==> src/rtl/count_sequencer.sv <==
// -----------------------------------------------------------------------------
// count_sequencer
//   Controller for the count datapath. It owns the count register, latches a
//   programmable terminal count (limit) and the reload mode on start, then
//   advances the count until the terminal value is reached. In one-shot mode it
//   parks in DONE holding the limit. In auto-reload mode it wraps to zero and
//   keeps running.
//
//   State encoding on the state output: IDLE=00 RUN=01 HOLD=10 DONE=11.
//   Per-edge priority: stop > pause > start > count step.
//   All outputs come straight from registers.
//
// Optional feature (macro CNT_SEQ_PRESCALE_EN)
//   When the macro is defined, a divider allows one count step every PRESCALE
//   cycles in RUN. The divider restarts on start, stop, reset and entry to
//   HOLD. When the macro is undefined, the design steps on every RUN cycle,
//   PRESCALE is ignored and no divider logic is built.
//
// Ports
//   clk       in   1      rising-edge clock
//   reset     in   1      asynchronous, active-high; clears all state
//   start     in   1      begin a sequence (sampled in IDLE and DONE only)
//   stop      in   1      abort to IDLE, highest priority
//   pause     in   1      level; freezes the count while high in RUN
//   auto_rld  in   1      1 = wrap at limit, 0 = one-shot (latched at start)
//   limit     in   WIDTH  terminal count (latched at start)
//   count     out  WIDTH  current count
//   busy      out  1      high in RUN or HOLD
//   done      out  1      one-cycle pulse on entry to DONE
//   wrap      out  1      one-cycle pulse on each auto-reload
//   state     out  2      FSM state (debug/status)
// -----------------------------------------------------------------------------
module count_sequencer #(
  parameter int WIDTH    = 4,
  parameter int PRESCALE = 4
) (
  input  logic             clk,
  input  logic             reset,
  input  logic             start,
  input  logic             stop,
  input  logic             pause,
  input  logic             auto_rld,
  input  logic [WIDTH-1:0] limit,
  output logic [WIDTH-1:0] count,
  output logic             busy,
  output logic             done,
  output logic             wrap,
  output logic [1:0]       state
);

  localparam logic [1:0] S_IDLE = 2'b00;
  localparam logic [1:0] S_RUN  = 2'b01;
  localparam logic [1:0] S_HOLD = 2'b10;
  localparam logic [1:0] S_DONE = 2'b11;

  logic [1:0]       state_q, state_d;
  logic [WIDTH-1:0] count_q, count_d;
  logic [WIDTH-1:0] lim_q,   lim_d;
  logic             rld_q,   rld_d;
  logic             done_q,  done_d;
  logic             wrap_q,  wrap_d;
  logic             busy_q,  busy_d;
  logic             step_en;

`ifdef CNT_SEQ_PRESCALE_EN
  localparam int DIV_W = (PRESCALE > 2) ? $clog2(PRESCALE) : 1;

  logic [DIV_W-1:0] div_q, div_d;

  // A step is due when the divider has seen PRESCALE-1 earlier RUN cycles.
  assign step_en = (div_q == DIV_W'(PRESCALE - 1));

  // The divider only advances while RUN is stepping normally. Every other
  // case returns it to zero: stop, start (taken from IDLE/DONE), a pause
  // that enters HOLD, time spent in HOLD, and the step itself.
  always_comb begin
    div_d = '0;
    if (!stop && (state_q == S_RUN) && !pause && !step_en) begin
      div_d = div_q + 1'b1;
    end
  end

  always_ff @(posedge clk or posedge reset) begin
    if (reset) begin
      div_q <= '0;
    end else begin
      div_q <= div_d;
    end
  end
`else
  assign step_en = 1'b1;
`endif

  always_comb begin
    state_d = state_q;
    count_d = count_q;
    lim_d   = lim_q;
    rld_d   = rld_q;
    done_d  = 1'b0;
    wrap_d  = 1'b0;

    if (stop) begin
      state_d = S_IDLE;
      count_d = '0;
    end else begin
      case (state_q)
        S_IDLE, S_DONE: begin
          if (start) begin
            lim_d   = limit;
            rld_d   = auto_rld;
            count_d = '0;
            // A zero-length one-shot has nothing to count: finish at once.
            if ((limit == '0) && !auto_rld) begin
              state_d = S_DONE;
              done_d  = 1'b1;
            end else begin
              state_d = S_RUN;
            end
          end
        end
        S_RUN: begin
          if (pause) begin
            state_d = S_HOLD;
          end else if (step_en) begin
            if (count_q != lim_q) begin
              count_d = count_q + 1'b1;
            end else if (rld_q) begin
              count_d = '0;
              wrap_d  = 1'b1;
            end else begin
              state_d = S_DONE;
              done_d  = 1'b1;
            end
          end
        end
        S_HOLD: begin
          if (!pause) begin
            state_d = S_RUN;
          end
        end
        default: state_d = S_IDLE;
      endcase
    end

    busy_d = (state_d == S_RUN) || (state_d == S_HOLD);
  end

  always_ff @(posedge clk or posedge reset) begin
    if (reset) begin
      state_q <= S_IDLE;
      count_q <= '0;
      lim_q   <= '0;
      rld_q   <= 1'b0;
      done_q  <= 1'b0;
      wrap_q  <= 1'b0;
      busy_q  <= 1'b0;
    end else begin
      state_q <= state_d;
      count_q <= count_d;
      lim_q   <= lim_d;
      rld_q   <= rld_d;
      done_q  <= done_d;
      wrap_q  <= wrap_d;
      busy_q  <= busy_d;
    end
  end

  assign count = count_q;
  assign busy  = busy_q;
  assign done  = done_q;
  assign wrap  = wrap_q;
  assign state = state_q;

endmodule
==> config.mk <==
export PLATFORM = sky130hd
export DESIGN_NAME = count_sequencer
export DESIGN_NICKNAME = d
export VERILOG_FILES = /design/src/rtl/count_sequencer.sv
export SDC_FILE = /design/constraint.sdc
export NUM_CORES = 1
export LEC_CHECK = 0
export CAP_MARGIN = 10
export CELL_PAD_IN_SITES_DETAIL_PLACEMENT = 1
export CELL_PAD_IN_SITES_GLOBAL_PLACEMENT = 1
export CORE_MARGIN = 4
export CORE_UTILIZATION = 39
export CTS_BUF_LIST = sky130_fd_sc_hd__clkbuf_16
export CTS_CLUSTER_DIAMETER = 80
export DETAILED_ROUTE_END_ITERATION = 10
export PLACE_DENSITY = 0.87
export SLEW_MARGIN = 20
export SYNTH_ARGS = -nofsm -noshare
export SYNTH_HDL_FRONTEND = slang
export SYNTH_SLANG_ARGS = --single-unit
==> constraint.sdc <==
create_clock -name clk -period 6.05 [get_ports clk]
set_input_delay 0.605 -clock clk [delete_from_list [all_inputs] [get_ports clk]]
set_output_delay 0.605 -clock clk [all_outputs]
set_load 0.05 [all_outputs]
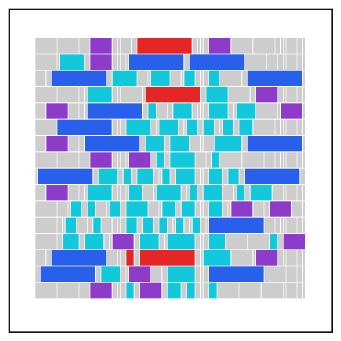
Fig. 1. Cell classes on the final placement (run 1).
Drawn at 6 px/um. Fill, decap, tap and diode cells in gray.
purple -> other buffers and delay cells  # cells 18, share of their area 17%
blue -> flops  # cells 14, share of their area 33%
red -> clock drivers and dummy loads  # cells 4, share of their area 7.4%
cyan -> combinational and other logic  # cells 64, share of their area 43%
CORE AREA: 1960 um2
Seq/total area: 31.9%
post-layout instance area: 1100 um2

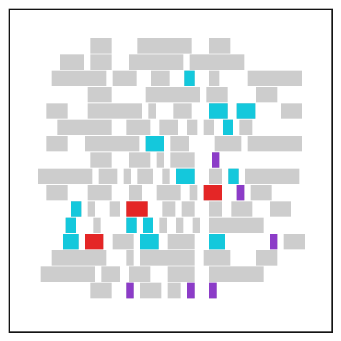
Fig. 2. Gate-type map (run 1).
Drawn at 6 px/um.
cyan -> inverting AOI/OAI gates  # cells 14
purple -> inverters  # cells 6
red -> AND-OR and OR-AND gates  # cells 3
logic share of the area: 39.3%
top logic cell by instance count in the layout: clkdlybuf4s50_1

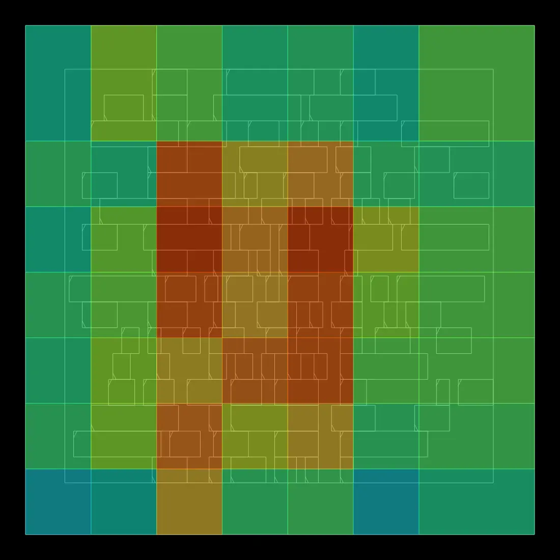
Fig. 3. Track usage over the die (run 1).
met2 usage: 32.0%
busiest grt layer: met2
M1 GR Usage: 19.7%

==> reports/results.ini, run 1 <==
[status]
outcome = completed

[detailed_routing]
highest_layer = met4
met3RoutedLength_um = 90
wl_met1_um = 877
drtAntennaViolNets = 0
drtIter0Drc = 11
drcViolationCount = 0
route.met2.wl_um = 1120
drt_wl_total_um = 2120
vias_per_cell = 5.44

[power_and_ir_drop]
leakage_nw = 0.456
clkPwrFrac_pct = 27.1
p_comb_uw = 190
seq-power_uw = 149
pwr-share-seq_pct = 32.0
pwr-share-comb_pct = 40.9
pg_clk_uw = 126
swShare_pct = 37.8

[floorplanning]
row_count = 16
io_pins = 19
fp_util_pct = 41.3
dieArea_um2 = 2870

[logic_synthesis]
synth_chip_area_um2 = 810
ys_sh_aoi_pct = 15.0
mux_share_pct = 10.8
yosysWarningCount = 0
synth_top_area_share_pct = 43.3
synth.distinct_cells = 31
synth-async-reset-ratio_pct = 100
edf_count = 0
synth_area_leader_cell = dfrtp_1
yosys_cells = 79
yosys-top-cells-count = dfrtp_1 (14), inv_1 (6), mux2_2 (6), nor2_1 (6)
synth_nets = 93
syn_avg_cell_area_um2 = 10.2
syn_area_um2 = 810
top_cells_by_area = dfrtp_1 (43%), mux2_2 (8.3%), ha_1 (6.2%), xor2_1 (4.3%), inv_1 (2.8%)
top_cell = dfrtp_1

[grt]
track_usage_pct = 17.9
overflow = 0
use_met3_pct = 4.16

[sta]
relSlewSlack_pct = 64.1
drv_slew = 0
setup_viol = 0
period_used_pct = 36.6
hold_violations = 0
fin_skew_ns = 0.00131

[critical_path]
r2r_end = count[3]
startpoint_type = flop
slowest_stage = clkdlybuf4s50_1
worst-r2r-setup-slack_ns = 3.92
crit_chain = clkdlybuf4s50_1
crit_path_max_incr_delay_ns = 0.89
cp.required_ns = 5.44
crit_buf_inv = 1
cp_top_family = buffers and inverters

[cells_and_area]
logic_gates = 58
non_clock_inverter_count = 6
final-nonclk-buf-share_pct = 16.4
clock_buffers = 3
flops = 14
stdcell_count = 127
n_fill_cell = 239
lay_top_cells = clkdlybuf4s50_1 (18), dfrtp_1 (14), mux2_2 (6), inv_1 (6), nor2_1 (6)
diodes = 0

[clocking]
hold_buffers = 0
numCtsBuffers = 3
clock-sinks = 14
clock_path_buffers = 2

[placement]
dp_slack_ns = 3.73

[run]
drv_cap = 0

[hold_path]
whs_endpoint = lim_q[3]
hold_depth = 1

--- run 2 (diff from run 1) ---
- CORE_UTILIZATION: 39 -> 36
- PLACE_DENSITY: 0.87 -> 0.82
- clock period: 6.05 -> 2.3 ns (I/O delays scaled with it)
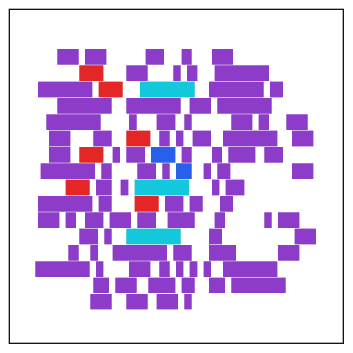
Fig. 4. Cell sizes after repair (run 2).
Drawn at 6 px/um.
cyan -> _6 and larger  # cells 3
blue -> _3 and _4 cells  # cells 2
red -> _2 cells  # cells 6
purple -> _0 and _1 cells  # cells 90
nonclk buf count: 19
post-layout instance area: 1100 um2
Final WS setup: 0.231 ns
Layout area overhead: 36.5%

==> reports/results.ini, run 2 <==
[logic_synthesis]
top_cell = dfrtp_1
ys_ff = 14
ys_sh_xor_pct = 5.41
yosysWarningCount = 0  ; unchanged
synth_nets = 93  ; unchanged
syn_avg_cell_area_um2 = 10.2  ; unchanged
synth.distinct_cells = 31  ; unchanged
synth_area_leader_cell = dfrtp_1
flop_cell = dfrtp_1
synth_chip_area_um2 = 810  ; unchanged
ys_sh_simple_pct = 15.9
logic_family = simple AND/OR/NAND/NOR gates
syn_area_um2 = 810  ; unchanged
yosys-top-cells-count = dfrtp_1 (14), inv_1 (6), mux2_2 (6), nor2_1 (6)
yosys_cells = 79  ; unchanged
synth_top_area_share_pct = 43.3  ; unchanged
ys_sh_aoi_pct = 15.0  ; unchanged
top_cells_by_area = dfrtp_1 (43%), mux2_2 (8.3%), ha_1 (6.2%), xor2_1 (4.3%), inv_1 (2.8%)
synth-async-reset-ratio_pct = 100  ; unchanged
edf_count = 0  ; unchanged
mux_share_pct = 10.8  ; unchanged

[critical_path]
crit_path_max_incr_delay_ns = 0.43  ; -0.46 ns
r2r_cells = 7
crit_fanout = 6
r2r_end = count[3]
crit_buf_inv = 1  ; unchanged
critPathCapture = count[3]
cp-startpoint = state[0]
worst-r2r-setup-slack_ns = 0.23  ; -3.69 ns
cp_top_family = AND-OR/OR-AND gates
crit_chain = inv_1, ha_1, mux2_2, a2bb2oi_1, o31a_1, mux2i_1, o21ai_1
slowest_stage = dfrtp_1
cp.required_ns = 2.40  ; -3.04 ns
startpoint_type = flop

[clocking]
hold_buffers = 0  ; unchanged
numCtsBuffers = 3  ; unchanged
clock_path_buffers = 2  ; unchanged
clock-sinks = 14  ; unchanged
clockRootBuffer = clkbuf_16
cts.clk_slew.worst_paths_ns = 0.05
cts_max_level = 1

[placement]
dp_slack_ns = 0.268  ; -3.47 ns
detailed_place.area_um2 = 1030
routabilityCongestion = 0.775
place_hpwl_um = 1630
io_buffers = 18
dp.cells = 124

[grt]
use_met1_pct = 18.7  ; -1.0 points
grt_use_met2_pct = 26.0  ; -6.0 points
use_met3_pct = 3.96  ; -0.19 points
busiest_layer = met2
track_usage_pct = 15.9  ; -2.0 points
first_global_vias = 769
grt_max_degree = 15
overflow = 0  ; unchanged

[detailed_routing]
drtIter0Drc = 9  ; -2
wl_per_cell_um = 17.0
drtAntennaViolNets = 0  ; unchanged
vias = 696
wl_met1_um = 928  ; +5.8%
route.met2.wl_um = 1060  ; -5.6%
drcViolationCount = 0  ; unchanged
drt_wl_total_um = 2180  ; +2.9%
highest_layer = met4
vias_per_cell = 5.44  ; about the same
met3RoutedLength_um = 118  ; +31%

[floorplanning]
nWellTaps = 27
io_pins = 19  ; unchanged
die_h_um = 55.4
die_w_um = 55.4
fp_util_pct = 39.6  ; -1.6 points
row_count = 16  ; unchanged
core-area_um2 = 2040  ; +4.1%
dieArea_um2 = 3070  ; +7.1%

[sta]
setup_tns_ns = 0
drv_slew = 0  ; unchanged
setup_viol = 0  ; unchanged
relSlewSlack_pct = 60.0  ; -4.1 points
period_used_pct = 90.0
hold_violations = 0  ; unchanged
rsz0062_at_grt = false
fin_skew_ns = 0.00407  ; +0.00276 ns

[cells_and_area]
nets = 116
diodes = 0  ; unchanged
clkCellAreaFrac_pct = 7.13
final-nonclk-buf-share_pct = 17.0  ; +0.57 points
n_fill_cell = 234  ; -2.1%
flops = 14  ; unchanged
drive_gt1_share_pct = 10.9
logic_gates = 58  ; unchanged
lay_top_cells = clkdlybuf4s50_1 (18), dfrtp_1 (14), mux2_2 (6), inv_1 (6), nor2_1 (6)
clock_buffers = 3  ; unchanged
utilization_pct = 54.1
register_area_um2 = 350
non_clock_inverter_count = 6  ; unchanged
seq_area_share_pct = 31.7  ; -0.22 points
layout_top_cell = clkdlybuf4s50_1
logic_area_um2 = 432

[status]
outcome = completed

[power_and_ir_drop]
pwr-share-seq_pct = 31.4  ; -0.6 points
swShare_pct = 38.0  ; +0.26 points
leakage_nw = 0.460  ; +0.99%
p_comb_uw = 519  ; +170%
pwr-share-comb_pct = 41.9  ; +1.0 points
clkPwrFrac_pct = 26.7  ; -0.4 points
vdd_drop_max_uv = 702
pg_clk_uw = 331  ; +160%
seq-power_uw = 390  ; +160%
cellPowerDensity_nw_per_um2 = 1120
switchingPower_uw = 472

[run]
drv_cap = 0  ; unchanged
warnings = 28

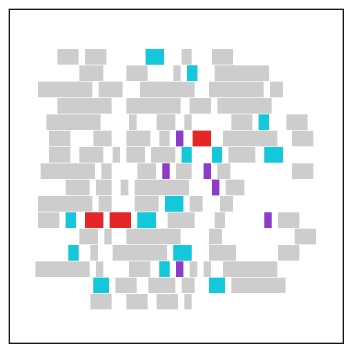
Fig. 5. Gate-type map (run 2).
Drawn at 6 px/um.
Finished Layout Cells: 128
logic share of the area: 39.1%

--- run 3 (diff from run 2) ---
- ABC_CLOCK_PERIOD_IN_PS: unset -> 2300
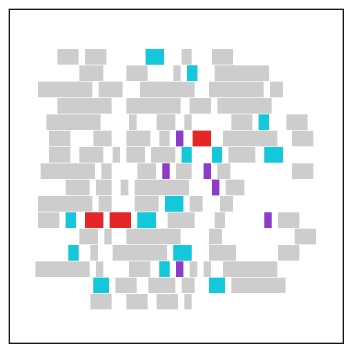
Fig. 6. Gate-type map (run 3).
Drawn at 6 px/um.
red -> AND-OR and OR-AND gates  # cells 3
purple -> inverters  # cells 6, where center
cyan -> inverting AOI/OAI gates  # cells 14

==> reports/results.ini, run 3 <==
[sta]
tightest_slew_ns = 0.592
relSlewSlack_pct = 60.0  ; unchanged
drv_slew = 0  ; unchanged
fin_skew_ns = 0.00407  ; unchanged
period_used_pct = 90.0  ; unchanged
setup_viol = 0  ; unchanged
hold_violations = 0  ; unchanged
setup_slack_ns = 0.231  ; unchanged
rsz0062_at_grt = false
setup_tns_ns = 0  ; unchanged

[detailed_routing]
highest_layer = met4
route.met2.wl_um = 1060  ; unchanged
met3RoutedLength_um = 118  ; unchanged
drtIter0Drc = 9  ; unchanged
vias = 696  ; unchanged
drtAntennaViolNets = 0  ; unchanged
drcViolationCount = 0  ; unchanged
vias_per_cell = 5.44  ; unchanged
wl_met1_um = 928  ; unchanged
drt_wl_total_um = 2180  ; unchanged

[clocking]
clk_latency_ns = 0.24
clock_path_buffers = 2  ; unchanged
clock-sinks = 14  ; unchanged
cts_max_level = 1  ; unchanged
cts_resized = 0
post_cts_buffers = 0
clockRootBuffer = clkbuf_16
numCtsBuffers = 3  ; unchanged
hold_buffers = 0  ; unchanged
cts.clk_slew.worst_paths_ns = 0.05  ; about the same

[run]
drv_cap = 0  ; unchanged
warnings = 28  ; unchanged

[critical_path]
crit_fanout = 6  ; unchanged
crit_chain = inv_1, ha_1, mux2_2, a2bb2oi_1, o31a_1, mux2i_1, o21ai_1
worst-r2r-setup-slack_ns = 0.23  ; about the same
cp-startpoint = state[0]
slowest_stage = dfrtp_1
cp.required_ns = 2.40  ; about the same
cp_data_arrival_time_ns = 2.17
r2r_end = count[3]
crit_path_max_incr_delay_ns = 0.43  ; about the same
critPathCapture = count[3]
crit_buf_inv = 1  ; unchanged
startpoint_type = flop
r2r_cells = 7  ; unchanged
cp_top_family = AND-OR/OR-AND gates

[logic_synthesis]
yosys_cells = 79  ; unchanged
top_cells_by_area = dfrtp_1 (43%), mux2_2 (8.3%), ha_1 (6.2%), xor2_1 (4.3%), inv_1 (2.8%)
syn_avg_cell_area_um2 = 10.2  ; unchanged
ys_sh_simple_pct = 15.9  ; unchanged
synth_top_area_share_pct = 43.3  ; unchanged
synth_chip_area_um2 = 810  ; unchanged
synth-async-reset-ratio_pct = 100  ; unchanged
ys_sh_aoi_pct = 15.0  ; unchanged
edf_count = 0  ; unchanged
synth.distinct_cells = 31  ; unchanged
mux_share_pct = 10.8  ; unchanged
synth_area_leader_cell = dfrtp_1
synth.cellmix.adderShare_pct = 6.18
ys_sh_xor_pct = 5.41  ; unchanged
flop_cell = dfrtp_1
syn_area_um2 = 810  ; unchanged
synth_nets = 93  ; unchanged
top_cell = dfrtp_1
ys_ff = 14  ; unchanged
yosys-top-cells-count = dfrtp_1 (14), inv_1 (6), mux2_2 (6), nor2_1 (6)
yosysWarningCount = 0  ; unchanged
logic_family = simple AND/OR/NAND/NOR gates

[floorplanning]
die_w_um = 55.4  ; unchanged
io_pins = 19  ; unchanged
core-area_um2 = 2040  ; unchanged
dieArea_um2 = 3070  ; unchanged
row_count = 16  ; unchanged
die_h_um = 55.4  ; unchanged
fp_util_pct = 39.6  ; unchanged
nWellTaps = 27  ; unchanged

[cells_and_area]
signal_buffers = 19  ; unchanged
nets = 116  ; unchanged
logic_gates = 58  ; unchanged
n_fill_cell = 234  ; unchanged
design_area_um2 = 1100  ; unchanged
logic_area_um2 = 432  ; unchanged
seq_area_share_pct = 31.7  ; unchanged
clock_buffers = 3  ; unchanged
flops = 14  ; unchanged
final-nonclk-buf-share_pct = 17.0  ; unchanged
register_area_um2 = 350  ; unchanged
comb_area_share_pct = 39.1  ; unchanged
stdcell_count = 128  ; unchanged
layout_top_cell = clkdlybuf4s50_1
drive_gt1_share_pct = 10.9  ; unchanged
clkCellAreaFrac_pct = 7.13  ; unchanged
lay_top_cells = clkdlybuf4s50_1 (18), dfrtp_1 (14), mux2_2 (6), inv_1 (6), nor2_1 (6)
diodes = 0  ; unchanged
synthToLayoutAreaGrowth_pct = 36.5  ; unchanged
non_clock_inverter_count = 6  ; unchanged

[grt]
overflow = 0  ; unchanged
busiest_layer = met2
grt_use_met2_pct = 26.0  ; unchanged
first_global_vias = 769  ; unchanged
use_met1_pct = 18.7  ; unchanged
antenna_found_initial = 0
grt_max_degree = 15  ; unchanged

[power_and_ir_drop]
leakage_nw = 0.460  ; unchanged
pg_clk_uw = 331  ; about the same
pwr-share-seq_pct = 31.4  ; about the same
switchingPower_uw = 472  ; unchanged
vdd_drop_max_uv = 702  ; unchanged
clkPwrFrac_pct = 26.7  ; about the same
pwr-share-comb_pct = 41.9  ; about the same
seq-power_uw = 390  ; about the same
cellPowerDensity_nw_per_um2 = 1120  ; unchanged
p_comb_uw = 519  ; about the same
swShare_pct = 38.0  ; unchanged

[status]
outcome = completed

[placement]
place_hpwl_um = 1630  ; unchanged
detailed_place.area_um2 = 1030  ; unchanged
dp.cells = 124  ; unchanged
io_buffers = 18  ; unchanged
dp_slack_ns = 0.268  ; unchanged
routabilityCongestion = 0.775  ; unchanged

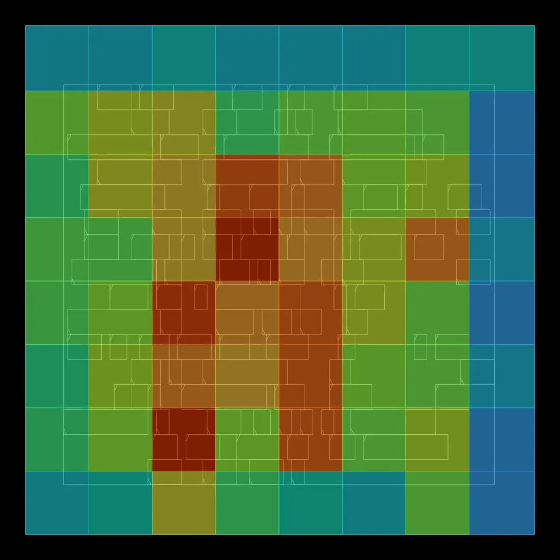
Fig. 7. Track usage over the die (run 3).
routed wire length per instance: 17.0 um
Final Util: 54.1%
Tot GR Track Use: 15.9%
grt met3 use: 3.96%

Power figures rest on the tool's default switching activity, not on a simulated workload.
